[config.mk]
export PLATFORM = sky130hd
export DESIGN_NAME = fetch_stage_flat
export DESIGN_NICKNAME = d
export VERILOG_FILES = /design/src/rtl/fetch_stage_if.sv /design/src/rtl/fetch_stage.sv /design/src/flat_wrapper.sv
export SDC_FILE = /design/constraint.sdc
export NUM_CORES = 1
export LEC_CHECK = 0
export CELL_PAD_IN_SITES_DETAIL_PLACEMENT = 0
export CELL_PAD_IN_SITES_GLOBAL_PLACEMENT = 1
export CORE_ASPECT_RATIO = 0.8
export CORE_MARGIN = 2
export CORE_UTILIZATION = 45
export CTS_CLUSTER_SIZE = 14
export DETAILED_ROUTE_END_ITERATION = 12
export GPL_TIMING_DRIVEN = 0
export PLACE_DENSITY_LB_ADDON = 0.15
export SLEW_MARGIN = 30
export SYNTH_ARGS = -nofsm -noshare
export SYNTH_HDL_FRONTEND = slang
export SYNTH_SLANG_ARGS = --single-unit
[constraint.sdc]
create_clock -name clk -period 5.3 [get_ports clk]
set_input_delay 0.795 -clock clk [delete_from_list [all_inputs] [get_ports clk]]
set_output_delay 0.795 -clock clk [all_outputs]
set_load 0.005 [all_outputs]
[src/rtl/fetch_stage_if.sv]
// Instruction-memory read port: word address plus a req/ack handshake.
// The fetch stage is the master; the instruction memory is the slave.
interface fetch_stage_if;
   logic [31:0] IMemAddr;
   logic        IMemReq;
   logic        IMemAck;
   logic [31:0] IMemData;

   modport master (output IMemAddr, IMemReq, input IMemAck, IMemData);
   modport slave  (input IMemAddr, IMemReq, output IMemAck, IMemData);
endinterface

[src/rtl/fetch_stage.sv]
// MIPS instruction-fetch stage with IF/ID pipeline register, a one-entry skid
// buffer for fetches that complete under a stall, and branch-redirect squashing.
module fetch_stage #(
   parameter logic [31:0] PC_RESET = 32'h0000_0000
) (
   input  logic          clk,
   input  logic          rst_n,
   fetch_stage_if.master imem,
   input  logic          Stall,
   input  logic          PCSrc,
   input  logic [31:0]   BranchTarget,
   output logic [31:0]   InstrOut,
   output logic [31:0]   PCPlus4Out,
   output logic          ValidOut
);

   typedef enum logic [1:0] {ISSUE, HOLD, SQUASH} state_t;

   state_t      r_state, w_state;
   logic [31:0] r_pc, w_pc;
   logic [31:0] r_redir, w_redir;
   logic [31:0] r_skid_instr, w_skid_instr;
   logic [31:0] r_skid_pc4, w_skid_pc4;
   logic [31:0] r_instr, w_instr;
   logic [31:0] r_pc4, w_pc4;
   logic        r_valid, w_valid;
   logic        r_req_en;
   logic        w_req;
   logic        w_fire;
   logic [31:0] w_target;
   logic [31:0] w_pc_plus4;

   assign w_target   = BranchTarget & ~32'h3;
   assign w_pc_plus4 = r_pc + 32'd4;
   assign w_fire     = w_req & imem.IMemAck;

   // State register.
   // NOTE: sequential state uses non-blocking assignments so every flop samples
   // pre-edge values regardless of process ordering.
   always_ff @(posedge clk or negedge rst_n) begin
      if (!rst_n) r_state <= ISSUE;
      else        r_state <= w_state;
   end

   // Datapath registers; r_req_en keeps the request low for the first cycle after reset.
   always_ff @(posedge clk or negedge rst_n) begin
      if (!rst_n) begin
         r_req_en     <= 1'b0;
         r_pc         <= PC_RESET;
         r_redir      <= 32'h0;
         r_skid_instr <= 32'h0;
         r_skid_pc4   <= 32'h0;
         r_instr      <= 32'h0;
         r_pc4        <= 32'h0;
         r_valid      <= 1'b0;
      end else begin
         r_req_en     <= 1'b1;
         r_pc         <= w_pc;
         r_redir      <= w_redir;
         r_skid_instr <= w_skid_instr;
         r_skid_pc4   <= w_skid_pc4;
         r_instr      <= w_instr;
         r_pc4        <= w_pc4;
         r_valid      <= w_valid;
      end
   end

   // Next-state and next-datapath logic; redirect outranks ack and stall.
   // NOTE: every target gets a default first so no path can infer a latch.
   always_comb begin
      w_state      = r_state;
      w_pc         = r_pc;
      w_redir      = r_redir;
      w_skid_instr = r_skid_instr;
      w_skid_pc4   = r_skid_pc4;
      w_instr      = r_instr;
      w_pc4        = r_pc4;
      w_valid      = r_valid;

      if (PCSrc) begin
         w_instr      = 32'h0;
         w_pc4        = 32'h0;
         w_valid      = 1'b0;
         w_skid_instr = 32'h0;
         w_skid_pc4   = 32'h0;
      end

      unique case (r_state)
         ISSUE: begin
            if (PCSrc) begin
               // An unacked request pins the address, so the target waits in r_redir.
               if (w_req && !w_fire) begin
                  w_redir = w_target;
                  w_state = SQUASH;
               end else begin
                  w_pc = w_target;
               end
            end else if (w_fire) begin
               w_pc = w_pc_plus4;
               if (Stall) begin
                  w_skid_instr = imem.IMemData;
                  w_skid_pc4   = w_pc_plus4;
                  w_state      = HOLD;
               end else begin
                  w_instr = imem.IMemData;
                  w_pc4   = w_pc_plus4;
                  w_valid = 1'b1;
               end
            end else if (!Stall) begin
               w_instr = 32'h0;
               w_valid = 1'b0;
            end
         end
         HOLD: begin
            if (PCSrc) begin
               w_pc    = w_target;
               w_state = ISSUE;
            end else if (!Stall) begin
               w_instr = r_skid_instr;
               w_pc4   = r_skid_pc4;
               w_valid = 1'b1;
               w_state = ISSUE;
            end
         end
         SQUASH: begin
            if (PCSrc) w_redir = w_target;
            if (w_fire) begin
               w_pc    = PCSrc ? w_target : r_redir;
               w_state = ISSUE;
            end
         end
         default: w_state = ISSUE;
      endcase
   end

   // Outputs.
   always_comb begin
      w_req         = r_req_en && (r_state != HOLD);
      imem.IMemReq  = w_req;
      imem.IMemAddr = r_pc;
   end

   assign InstrOut   = r_instr;
   assign PCPlus4Out = r_pc4;
   assign ValidOut   = r_valid;

endmodule

[src/flat_wrapper.sv]
// flat-port wrapper written by rule: the top's interface ports become plain ports
module fetch_stage_flat 
#(
   parameter logic [31:0] PC_RESET = 32'h0000_0000
)
  (clk, rst_n, Stall, PCSrc, BranchTarget, InstrOut, PCPlus4Out, ValidOut, imem_IMemAddr, imem_IMemReq, imem_IMemAck, imem_IMemData);
  fetch_stage_if imem_i ();
  input  logic clk;
  input  logic rst_n;
  input  logic Stall;
  input  logic PCSrc;
  input  logic [31:0] BranchTarget;
  output logic [31:0] InstrOut;
  output logic [31:0] PCPlus4Out;
  output logic ValidOut;
  output wire logic [$bits(imem_i.IMemAddr)-1:0] imem_IMemAddr;
  output wire logic [$bits(imem_i.IMemReq)-1:0] imem_IMemReq;
  input wire logic [$bits(imem_i.IMemAck)-1:0] imem_IMemAck;
  input wire logic [$bits(imem_i.IMemData)-1:0] imem_IMemData;
  assign imem_IMemAddr = imem_i.IMemAddr;
  assign imem_IMemReq = imem_i.IMemReq;
  assign imem_i.IMemAck = imem_IMemAck;
  assign imem_i.IMemData = imem_IMemData;
  fetch_stage #(.PC_RESET(PC_RESET)) u_core (.clk(clk), .rst_n(rst_n), .imem(imem_i), .Stall(Stall), .PCSrc(PCSrc), .BranchTarget(BranchTarget), .InstrOut(InstrOut), .PCPlus4Out(PCPlus4Out), .ValidOut(ValidOut));
endmodule
**Run 1: the metal 1 layer**

Supply wires on this layer in gray.
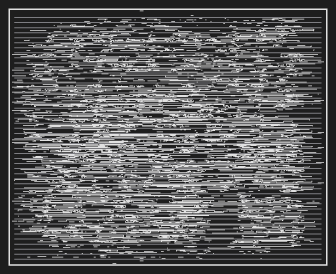
1152 nets have wire on it. The wires run mostly horizontal. The layer carries 15600 um of wire. The longest straight run is 85.1 um.

**Run 1: signal wires on met2**

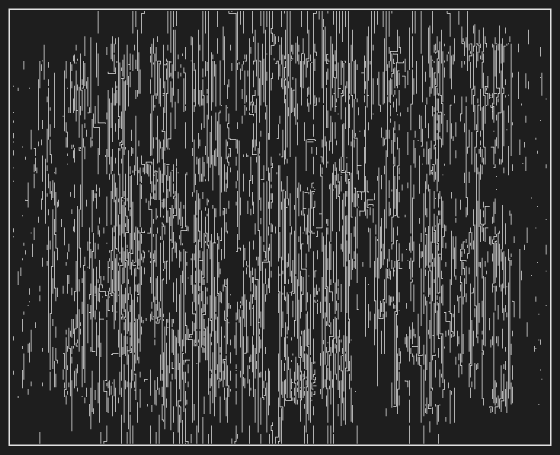
The layer carries 14300 um of wire. The longest straight run is 48.3 um. The layer holds 43% of the routed length. 1072 nets have wire on it.
sum of routed wire length over all layers: 33330 um
total via count in the routed design: 9259
GR Util met2: 40.71%

==> results.cfg, run 1 <==
; implementation run metrics
[outcome]
outcome = complete, no violations

[clock_tree]
total_cts_buffers = 17
tritoncts_clock_tree = done
cts.sink_count = 196
cts.htree.levels = 4
clock-root-buffer = clkbuf_16
max_root_sink_buffers = 2

[worst_setup_path]
timing.critical_path.arrival_ns = 3.61
critPathMaxStageDelay_ns = 0.71
cp.buffers_inverters = 4
cp.required_ns = 5.65
critical_path_class = input port to flip-flop
crit_path_max_fanout = 10
end_kind = flip-flop
critical_path.top_delay_family = buffers and inverters
crit_path_top_delay_cell = nor2_1

[synth]
netlist.area_leader.share_pct = 49.01
synth_cells = 1015
post_synth_ao_oa_area_fraction_pct = 24.03
synth_adder_area_share_pct = 0.6252
postSynth.asyncResetShare_pct = 100.0
ys_seq_share_pct = 49.01
netlist-cell-type-count = 75
synth_simple_gate_area_share_pct = 13.37
ys_chip_area_sq_um = 10010
enable_flop_cells = 0
synthesis.yosys.warnings = 0
synthesis.area_sq_um = 10010
post_synthesis_xor_xnor_area_fraction_pct = 2.451
postSynthNetCount = 1089
yosysMostFrequentCell = dfrtp_1
syn-mean-instance-area_sq_um = 9.859
logic_family = AND-OR/OR-AND gates

[drt]
dr.first_iter.drc_count = 1228
viasPerCell = 6.124
ant_nets = 0

[layout]
multi_input_comb_area_sq_um = 4683
diodes = 0
sequential_cell_area_sq_um = 4905
nNetsFinal = 1273
synth_to_final_area_change_pct = 26.37
drive_above_1_share_pct = 10.07
finish.instance_area_sq_um = 12650

[placement]
place_area_sq_um = 12070
placed_cells_incl_taps = 1480

[sta]
maxSlewViolCount = 0
worst_clock_skew_ns = 0.01341
setup_viol_count_final = 0
slew_headroom_pct = 28.82
max_slew.worst_pin.slew_ns = 1.065

[job]
total_tool_warning_count = 31

[floorplanning]
row_count = 48
die_y_um = 137.4
core-area_sq_um = 21680
boundaryPins = 167
chipWidth_um = 170.7

[pwr]
ir_worst_vdd_v = 0.0002306

[grt]
antenna_found_initial = 0
maximum_number_of_pins_on_one_net_before_global_route_repair = 84
wire_length_of_the_first_global_routing_pass_um = 50400
grt_use_total_pct = 28.51
**Run 1: metal 3**

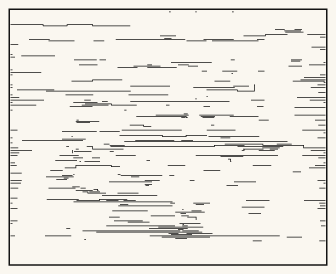
The layer holds 8.7% of the routed length. The wires run mostly horizontal.
met3 track demand over resource: 6.090%

run 1: flip-flops by register name, indices dropped and copies added, names as in the netlist:
register,cells
u_core.r_state,2
u_core.r_redir,32
u_core.imem.IMemAddr,32
u_core.ValidOut,1
u_core.r_req_en,1
u_core.InstrOut,32
u_core.PCPlus4Out,32
u_core.r_skid_pc4,32
u_core.r_skid_instr,32
run 1: final timing paths:
check                                        from                  endpoint  slack (ns)  depth (start not counted)
worst max-delay path                        Stall   u_core.r_skid_instr[26]        2.04                          7
worst min-delay path                        rst_n        u_core.r_redir[10]        0.23                          1
worst max register to register  u_core.r_state[1]  u_core.imem.IMemAddr[13]        2.34                          7
worst min register to register  u_core.r_redir[0]         u_core.r_redir[0]        0.49                          1
max in group asynchronous                   rst_n  u_core.imem.IMemAddr[27]        4.30                          2
min in group clk                u_core.r_redir[0]         u_core.r_redir[0]        0.49                          1
run 1: final cells by class:
class	count	share of cell area, %
Sequential cell	196	38.78
Tap cell	300	2.968
Clock inverter	14	1.128
Clock buffer	18	3.394
Timing Repair Buffer	165	13.38
Buffer	89	2.869
Inverter	15	0.4452
Multi-Input combinational cell	715	37.03
run 1: layer usage:
metal  vias to the layer above  wire length [um]  GRT usage, %
met1                      4577             15600         43.69
li1                       4179                 -             -
met4                         0               503         7.265
met5                         -                 0             0
met3                        40              2890         6.090
met2                       463             14340         40.71
run 1: power by group:
| part | leakage, nW | switching [mW] | internal [mW] |
|---|---|---|---|
| sequential | 2.60 | 0.340 | 1.80 |
| clock | 0.270 | 0.645 | 0.626 |
| combinational | 2.15 | 1.26 | 0.913 |
run 1: layout by cell type (no fill, tap or decap), drive strengths merged, types with 3 or more instances in the layout:
master and count:
a211oi 34, o41ai 3, nor2 55, a221oi 4, nand4 9, nand2b 3
o22a 7, clkbuf 83, a22oi 36, and4 6, nor4 8, ha 5
xor2 9, o22ai 24, nand3 18, o31ai 4, nor3 10, a222oi 36
a221o 5, clkinv 4, dfrtp 196, buf 27, a31oi 8, and2 4
o2bb2ai 3, a21o 3, a21oi 110, xnor2 19, and3 4, o21ai 32
a22o 16, mux2 55, clkdlybuf4s50 162, inv 22, nand2 148, clkinvlp 3
run 1: kinds of logic (layout without fill, tap and decap cells):
| group | Yosys count | count (layout) |
|---|---|---|
| adder cells (fa/ha/maj) | 5 | 5 |
| other | 1 | 1 |
| buffers and inverters | 104 | 301 |
| AND/OR/NAND/NOR | 277 | 277 |
| XOR/XNOR | 28 | 28 |
| multiplexers | 56 | 56 |
| AND-OR/OR-AND | 348 | 348 |
| flip-flops | 196 | 196 |
run 1: stage by stage:
step	util [%]	setup slack [ns]	hold WS (ns)
finish	58.33	2.039	0.2271
global route	58.33	1.873	0.2445
CTS	58.33	2.055	0.2342
detailed placement	55.69	1.692	0.4756
global placement	55.41	-5.103	0.4714
floorplan	-	3.093	0.4534
run 1: worst reg2reg max path: cells and delay by family (launching register included):
family	cells	cell delay [ns]
buf+inv	2	0.63
flops	1	0.43
compound gates	3	1.27
fa+ha+maj	1	0.25
simple gates	1	0.28
**Run 1: clock wiring as the flow saved it**

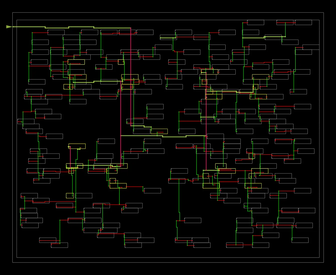

## Run 2: what changed since run 1
- CORE_UTILIZATION: 45 -> 41
- clock period: 5.3 -> 3 ns (I/O delays scaled with it)
**Run 2: clock wiring as the flow saved it**

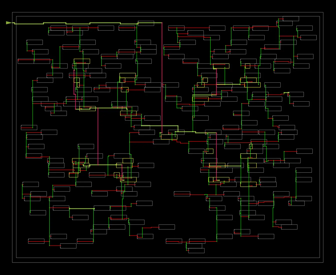
clock tree sinks: 196
clock distribution power: 2.26 mW
clk latency late pin: 0.45 ns
flip-flops: 196
total CTS buffers: 17

==> results.cfg, run 2 <==
; implementation run metrics
[layout]
drive_above_1_share_pct = 10.55
layout.cells.most_common_list = 196 x dfrtp_1, 162 x clkdlybuf4s50_1, 147 x nand2_1, 110 x a21oi_1, 62 x clkbuf_1
diodes = 0
synth_to_final_area_change_pct = 26.87
finish.instance_area_sq_um = 12700
nNetsFinal = 1274
final_util_pct = 52.50
multi_input_comb_area_sq_um = 4696
sequential_cell_area_sq_um = 4905
final_common_cell = dfrtp_1
stdcell_count = 1531

[worst_setup_path]
worst_setup_path_start_kind = flip-flop
timing.critical_path.arrival_ns = 3.16
cp.required_ns = 3.33
crit_path_max_fanout = 10
cp_cell_sequence = inv_1, ha_1, and2b_1, o32ai_1, clkbuf_1, o21ai_0, a22o_1
critPathMaxStageDelay_ns = 0.82
reg2reg_setup_slack_ns = 0.17
end_kind = flip-flop
critical_path_class = flip-flop to flip-flop
crit_path_top_delay_cell = o32ai_1

[pwr]
power.clock.fraction_pct = 22.9
ir_worst_vdd_v = 0.0004704
pwr-share-comb_pct = 39.0
pwr-share-seq_pct = 38.1
finalPower_mw = 9.890
power.leakage_nw = 5.039
p_int_mw = 5.936
pwr_density_cell_nw_per_um2 = 779.0
p_switching_mw = 3.954
p_sw_share_pct = 39.98

[sta]
maxSlewViolCount = 0
max_freq_mhz = 353.3
max_slew.worst_pin.slew_ns = 0.9197
grt_setup_unrepaired = no
finalWorstPathRequiredPeriod_ns = 2.831
worst_clock_skew_ns = 0.02036
setup_viol_count_final = 0
slew_headroom_pct = 38.50
totalNegativeSetupSlack_ns = 0

[synth]
ys_chip_area_sq_um = 10010
yosys-top-cells-count = 196 x dfrtp_1, 147 x nand2_1, 110 x a21oi_1, 63 x clkbuf_1, 55 x nor2_1
synthesis.yosys.warnings = 0
yosysMostFrequentCell = dfrtp_1
postSynthNetCount = 1089
synthesis.area_sq_um = 10010
enable_flop_cells = 0
ys_seq_share_pct = 49.01
synth_cells = 1015
yosysCellCount = 1015
netlist.area_leader.share_pct = 49.01
netlist-cell-type-count = 75
postSynth.asyncResetShare_pct = 100.0
syn-mean-instance-area_sq_um = 9.859

[grt]
grtUsageMet3_pct = 5.291
groute.layer.met2.usage_pct = 38.73
grt_use_total_pct = 26.98
wire_length_of_the_first_global_routing_pass_um = 52200
groute.layer.met1.usage_pct = 41.79
maximum_number_of_pins_on_one_net_before_global_route_repair = 82
vias_in_the_first_global_route = 8668
antenna_found_initial = 1
global_route.peak_usage_layer = met1

[job]
total_tool_warning_count = 31

[drt]
via_count = 9130
firstDrtPassIters = 6
drt-total-wl_um = 34290
dr.first_iter.drc_count = 1170
viasPerCell = 5.963
ant_nets = 0
avgRoutedWirePerCell_um = 22.40

[floorplanning]
core-area_sq_um = 24180
chipWidth_um = 178.7
design.die.area_sq_um = 25680
initial_core_util_pct = 41.38
die_y_um = 143.7
row_count = 51
boundaryPins = 167

[clock_tree]
max_root_sink_buffers = 2
tritoncts_clock_tree = done
cts.htree.levels = 4
clock-root-buffer = clkbuf_16

[outcome]
outcome = complete, no violations

[placement]
portBuffers = 163
placed_cells_incl_taps = 1498
place_area_sq_um = 12100
## run 2: layout make-up
class	count	area share (%)
clock inverters	12	0.9067
repair buffers	166	13.40
clock buffers	20	3.597
inverters	15	0.4435
multi-input cells	715	36.99
plain buffers	89	2.897
flip-flops and latches	196	38.63
well taps	318	3.134
## run 2: worst max-delay path: cells and delay by family (launching register included)
family	cells	cell delay, ns
buf+inv	2	0.54
simple gates	1	0.29
fa+ha+maj	1	0.25
flops	1	0.43
compound gates	3	1.22
## run 2: power by group through the flow
stage / Clock [mW] / Combinational (mW) / Sequential, mW
global route: 2.40 / 4.16 / 3.83
detailed placement: 0 / 3.79 / 3.80
global placement: 0 / 3.74 / 3.79
floorplan: 0 / 2.19 / 3.64
CTS: 2.30 / 3.81 / 3.75
finish: 2.26 / 3.86 / 3.77
## run 2: kinds of logic after synthesis
family	after synthesis	synth area share [%]
buffers and inverters	104	4.189
muxes	56	6.289
other	1	0.03747
and+or+nand+nor	277	13.37
xor gates and xnor gates	28	2.451
AOI/OAI and AO/OA	348	24.03
adders and majority gates	5	0.6252
DFF	196	49.01
## run 2: timing repair
action / in CTS / in global routing
gates resized: 0 / 8
setup buffers: 0 / 0
hold buffers: 1 / 0
endpoints found under the hold margin: 49 / 0
setup endpoints to repair: 0 / 49
## run 2: final timing paths
kind                                    from                        to  depth (start not counted)
min in group asynchronous              rst_n     u_core.r_skid_pc4[18]                          2
min reg2reg                u_core.r_redir[1]         u_core.r_redir[1]                          1
min                        u_core.r_redir[1]         u_core.r_redir[1]                          1
max in group asynchronous              rst_n       u_core.InstrOut[22]                          3
max                        u_core.r_state[1]  u_core.imem.IMemAddr[14]                          7
max reg2reg                u_core.r_state[1]  u_core.imem.IMemAddr[14]                          7
## run 2: through the flow
| step | worst slack, ns | hold slack [ns] |
|---|---|---|
| 6_report | 0.1695 | 0.4929 |
| 3_3_place_gp | -7.307 | 0.4710 |
| 3_5_place_dp | -0.2542 | 0.4013 |
| 4_1_cts | 0.08767 | 0.4910 |
| 5_1_grt | 0.005038 | 0.5107 |
| 2_1_floorplan | 0.8756 | 0.1544 |
## run 2: metal layers
metal | up-vias | wire, um
li1 | 4169 | -
met1 | 4557 | 16480
met5 | - | 13
met4 | 2 | 468
met3 | 34 | 2448
met2 | 368 | 14880
Power is estimated from default activity; no workload was simulated.
